===== src/rtl/alu_pkg.sv =====
// Shared ALU definitions: op-code width and bitwise op encodings.
// The arithmetic units import the same package.
package alu_pkg;

   localparam int OP_W = 3;

   localparam logic [OP_W-1:0] OP_NOT  = 3'd0;
   localparam logic [OP_W-1:0] OP_AND  = 3'd1;
   localparam logic [OP_W-1:0] OP_OR   = 3'd2;
   localparam logic [OP_W-1:0] OP_XOR  = 3'd3;
   localparam logic [OP_W-1:0] OP_NAND = 3'd4;
   localparam logic [OP_W-1:0] OP_NOR  = 3'd5;
   localparam logic [OP_W-1:0] OP_XNOR = 3'd6;
   localparam logic [OP_W-1:0] OP_PASS = 3'd7;

endpackage


===== src/rtl/bitwise_core.sv =====
// Combinational bitwise datapath: result plus zero/ones/parity flags.
module bitwise_core
   import alu_pkg::*;
#(
   parameter int WIDTH = 8
) (
   input  logic [OP_W-1:0]  op,
   input  logic [WIDTH-1:0] a,
   input  logic [WIDTH-1:0] b,
   output logic [WIDTH-1:0] y,
   output logic             zero,
   output logic             ones,
   output logic             parity
);

   // operation select; b is unused by NOT and PASS
   always_comb begin
      y = '0;
      case (op)
         OP_NOT:  y = ~a;
         OP_AND:  y = a & b;
         OP_OR:   y = a | b;
         OP_XOR:  y = a ^ b;
         OP_NAND: y = ~(a & b);
         OP_NOR:  y = ~(a | b);
         OP_XNOR: y = ~(a ^ b);
         OP_PASS: y = a;
         default: y = '0;
      endcase
   end

   // flags are derived from the result, so they travel with it into the buffer
   always_comb begin
      zero   = ~|y;
      ones   = &y;
      parity = ^y;
   end

endmodule


===== src/rtl/bitwise_unit.sv =====
// Registered bitwise unit: valid/ready operand input, 2-entry result FIFO
// holding result and flags, valid/ready result output.
module bitwise_unit
   import alu_pkg::*;
#(
   parameter int WIDTH = 8,
   parameter int DEPTH = 2
) (
   input  logic             clk,
   input  logic             rst_n,
   input  logic             in_valid,
   output logic             in_ready,
   input  logic [OP_W-1:0]  in_op,
   input  logic [WIDTH-1:0] in_a,
   input  logic [WIDTH-1:0] in_b,
   output logic             out_valid,
   input  logic             out_ready,
   output logic [WIDTH-1:0] out_y,
   output logic             out_zero,
   output logic             out_ones,
   output logic             out_parity,
   output logic [1:0]       out_count
);

   logic [WIDTH-1:0]            core_y;
   logic                        core_zero, core_ones, core_parity;

   logic [DEPTH-1:0][WIDTH-1:0] buf_y;
   logic [DEPTH-1:0]            buf_zero, buf_ones, buf_parity;
   logic                        wr_ptr, rd_ptr;
   logic [1:0]                  count;
   logic                        push, pop;

   bitwise_core #(.WIDTH(WIDTH)) u_core (
      .op     (in_op),
      .a      (in_a),
      .b      (in_b),
      .y      (core_y),
      .zero   (core_zero),
      .ones   (core_ones),
      .parity (core_parity)
   );

   // handshake: ready comes only from registered occupancy, never from out_ready
   always_comb begin
      in_ready  = (count < 2'(DEPTH));
      out_valid = (count != 2'd0);
      push      = in_valid && in_ready;
      pop       = out_valid && out_ready;
      out_count = count;
   end

   // head entry on the output; forced to zero when empty so stale data never shows
   always_comb begin
      out_y      = '0;
      out_zero   = 1'b0;
      out_ones   = 1'b0;
      out_parity = 1'b0;
      if (out_valid) begin
         out_y      = buf_y[rd_ptr];
         out_zero   = buf_zero[rd_ptr];
         out_ones   = buf_ones[rd_ptr];
         out_parity = buf_parity[rd_ptr];
      end
   end

   // buffer write only on accept, so idle X on op/a/b never lands in storage
   always_ff @(posedge clk or negedge rst_n) begin
      if (!rst_n) begin
         buf_y      <= '0;
         buf_zero   <= '0;
         buf_ones   <= '0;
         buf_parity <= '0;
         wr_ptr     <= 1'b0;
      end else if (push) begin
         buf_y[wr_ptr]      <= core_y;
         buf_zero[wr_ptr]   <= core_zero;
         buf_ones[wr_ptr]   <= core_ones;
         buf_parity[wr_ptr] <= core_parity;
         wr_ptr             <= ~wr_ptr;
      end
   end

   // read pointer and occupancy; push+pop together leaves count unchanged
   always_ff @(posedge clk or negedge rst_n) begin
      if (!rst_n) begin
         rd_ptr <= 1'b0;
         count  <= 2'd0;
      end else begin
         if (pop)
            rd_ptr <= ~rd_ptr;
         case ({push, pop})
            2'b10:   count <= count + 2'd1;
            2'b01:   count <= count - 2'd1;
            default: count <= count;
         endcase
      end
   end

endmodule


===== config.mk =====
export PLATFORM = sky130hd
export DESIGN_NAME = bitwise_unit
export DESIGN_NICKNAME = d
export VERILOG_FILES = /design/src/rtl/alu_pkg.sv /design/src/rtl/bitwise_core.sv /design/src/rtl/bitwise_unit.sv
export SDC_FILE = /design/constraint.sdc
export NUM_CORES = 1
export LEC_CHECK = 0
export CAP_MARGIN = 20
export CORE_ASPECT_RATIO = 1.5
export CORE_MARGIN = 3
export CORE_UTILIZATION = 40
export CTS_CLUSTER_DIAMETER = 80
export DETAILED_ROUTE_END_ITERATION = 7
export PLACE_DENSITY = 0.73
export SLEW_MARGIN = 20
export SYNTH_ARGS = -nofsm -noshare
export SYNTH_HDL_FRONTEND = slang
export SYNTH_SLANG_ARGS = --single-unit

===== constraint.sdc =====
create_clock -name clk -period 1.7 [get_ports clk]
set_input_delay 0.425 -clock clk [delete_from_list [all_inputs] [get_ports clk]]
set_output_delay 0.425 -clock clk [all_outputs]
set_load 0.02 [all_outputs]

Figure 1. Logic cells by family.
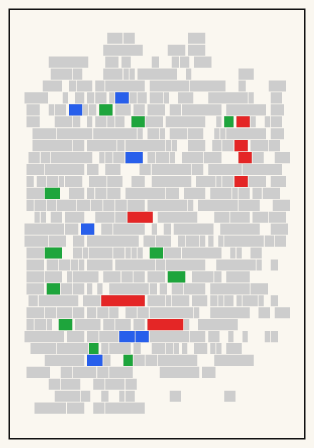
- AND and OR gates: green (cells 11)
- XOR/XNOR gates: red (cells 7)
- AND-OR and OR-AND gates: blue (cells 7)

Figure 2. Metal 2.
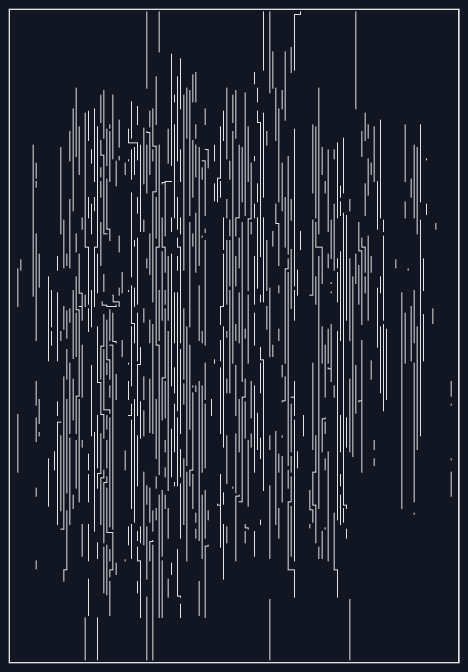
- main direction: vertical
- longest straight run: 43.7 um
- share of all routed wire: 58%

==> summary.txt <==
Status - finished with violations
Violated checks - negative setup slack
XORs/XNORs by Area - 3.36%
Comb area share - 48.2%
Yosys top cell area share - 29.1%
Post-synthesis async set-or-reset flop share - 100%
Main power group - combinational logic
Die Span Y - 97.6 um
Via count - 2249
Tap Count - 68
Final setup viols - 19
Final hold vios - 0
Met3 WL - 158 um
Leak - 1.77 nW
Layout filler cell count - 378
Worst vdd ir - 0.461 mV
Max Cap Violations - 0
Seq/Total Area, Yosys - 29.1%
WL met2 - 3730 um
Flip-flops - 26
Rows - 32
Share of post-route cells with drive strength above 1 - 56.4%
Comb. cell area - 0.00182 sq mm
Net Sw Frac - 40.4%
CTS tree - yes
Worst rel slew slack - 70.1%
Min-delay worst type - reg -> reg
Combinational gate power - 2.66 mW
Non-Clock Buffer Count - 115
Commonest cells after routing, fill and taps aside - buf_4 (56), buf_6 (32), nand2_1 (26), dfrtp_1 (26), mux2i_1 (15)
Clk cell area share - 1.45%
Largest Register - buf_y
Post-synth cell types - 58
Hold depth - 2
Port Buf Inserts - 37
Number of nets in the layout - 399
Core area - 0.00529 sq mm
Synth area leaders - dfrtp_1 (29%), ha_1 (12%), mux2i_1 (8.5%)
# Cells Yosys - 250
Crit path launch type - input port
Sequential power - 1.04 mW
Crit path capture type - flop
Non-clk buf share - 27.7%
Grt peak-use layer - met2
Post-synth EDFFs - 0
MI comb cells - 183
Late-Pin Clk Latency - 0.27 ns
Area leader, netlist - dfrtp_1
Ys flops - 26
Req. time, crit path - 1.89 ns
Worst Reg-to-Reg Cells - 6
Final antenna-violating net count - 0
F_max - 0.401 GHz
Worst Setup SP - in_b[4]
Reg clk slew, reported paths - 0.08 ns
Via-per-instance ratio - 5.34
Mux area share - 11.4%
Num CTS Buffers - 3
Dominant register cell - dfrtp_1
Clock network power share - 9.5%
Setup ws final - -0.792 ns
M2 GR Usage - 38.7%
Fin util - 71.7%
Mapped cell area - 0.00224 sq mm
Iteration tally of the first detailed-router pass - 4
Figure 3. Wiring by layer.
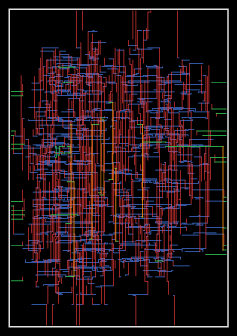
- met3: green (wire length 159 um)
- met1: blue (wire length 2300 um)
- met4: orange (wire length 248 um)
- met2: red (wire length 3730 um)

-- metrics by stage --
| step | instance area, sq um | total power, mW | setup TNS [ns] | hold slack, ns |
|---|---|---|---|---|
| CTS | 3510 | 3.74 | -4.29 | 0.487 |
| detailed placement | 3090 | 3.17 | -20.00 | 0.468 |
| floorplan | 2340 | 2.26 | -3.97 | 0.129 |
| global route | 3790 | 4.35 | -6.02 | 0.519 |
| finish | 3790 | 4.09 | -4.49 | 0.484 |
| global placement | 3090 | 3.10 | -18.97 | 0.449 |
-- worst max-delay path: stages --
cell	delay (ns)
buf_12	0.11
inv_12	0.04
ha_4	0.18
mux2_4	0.26
a221o_1	0.31
a22oi_2	0.26
inv_2	0.09
ha_4	0.24
xor2_4	0.19
xnor2_2	0.18
xnor3_1	0.25
o21ai_1	0.15
Power and IR drop assume default switching activity.
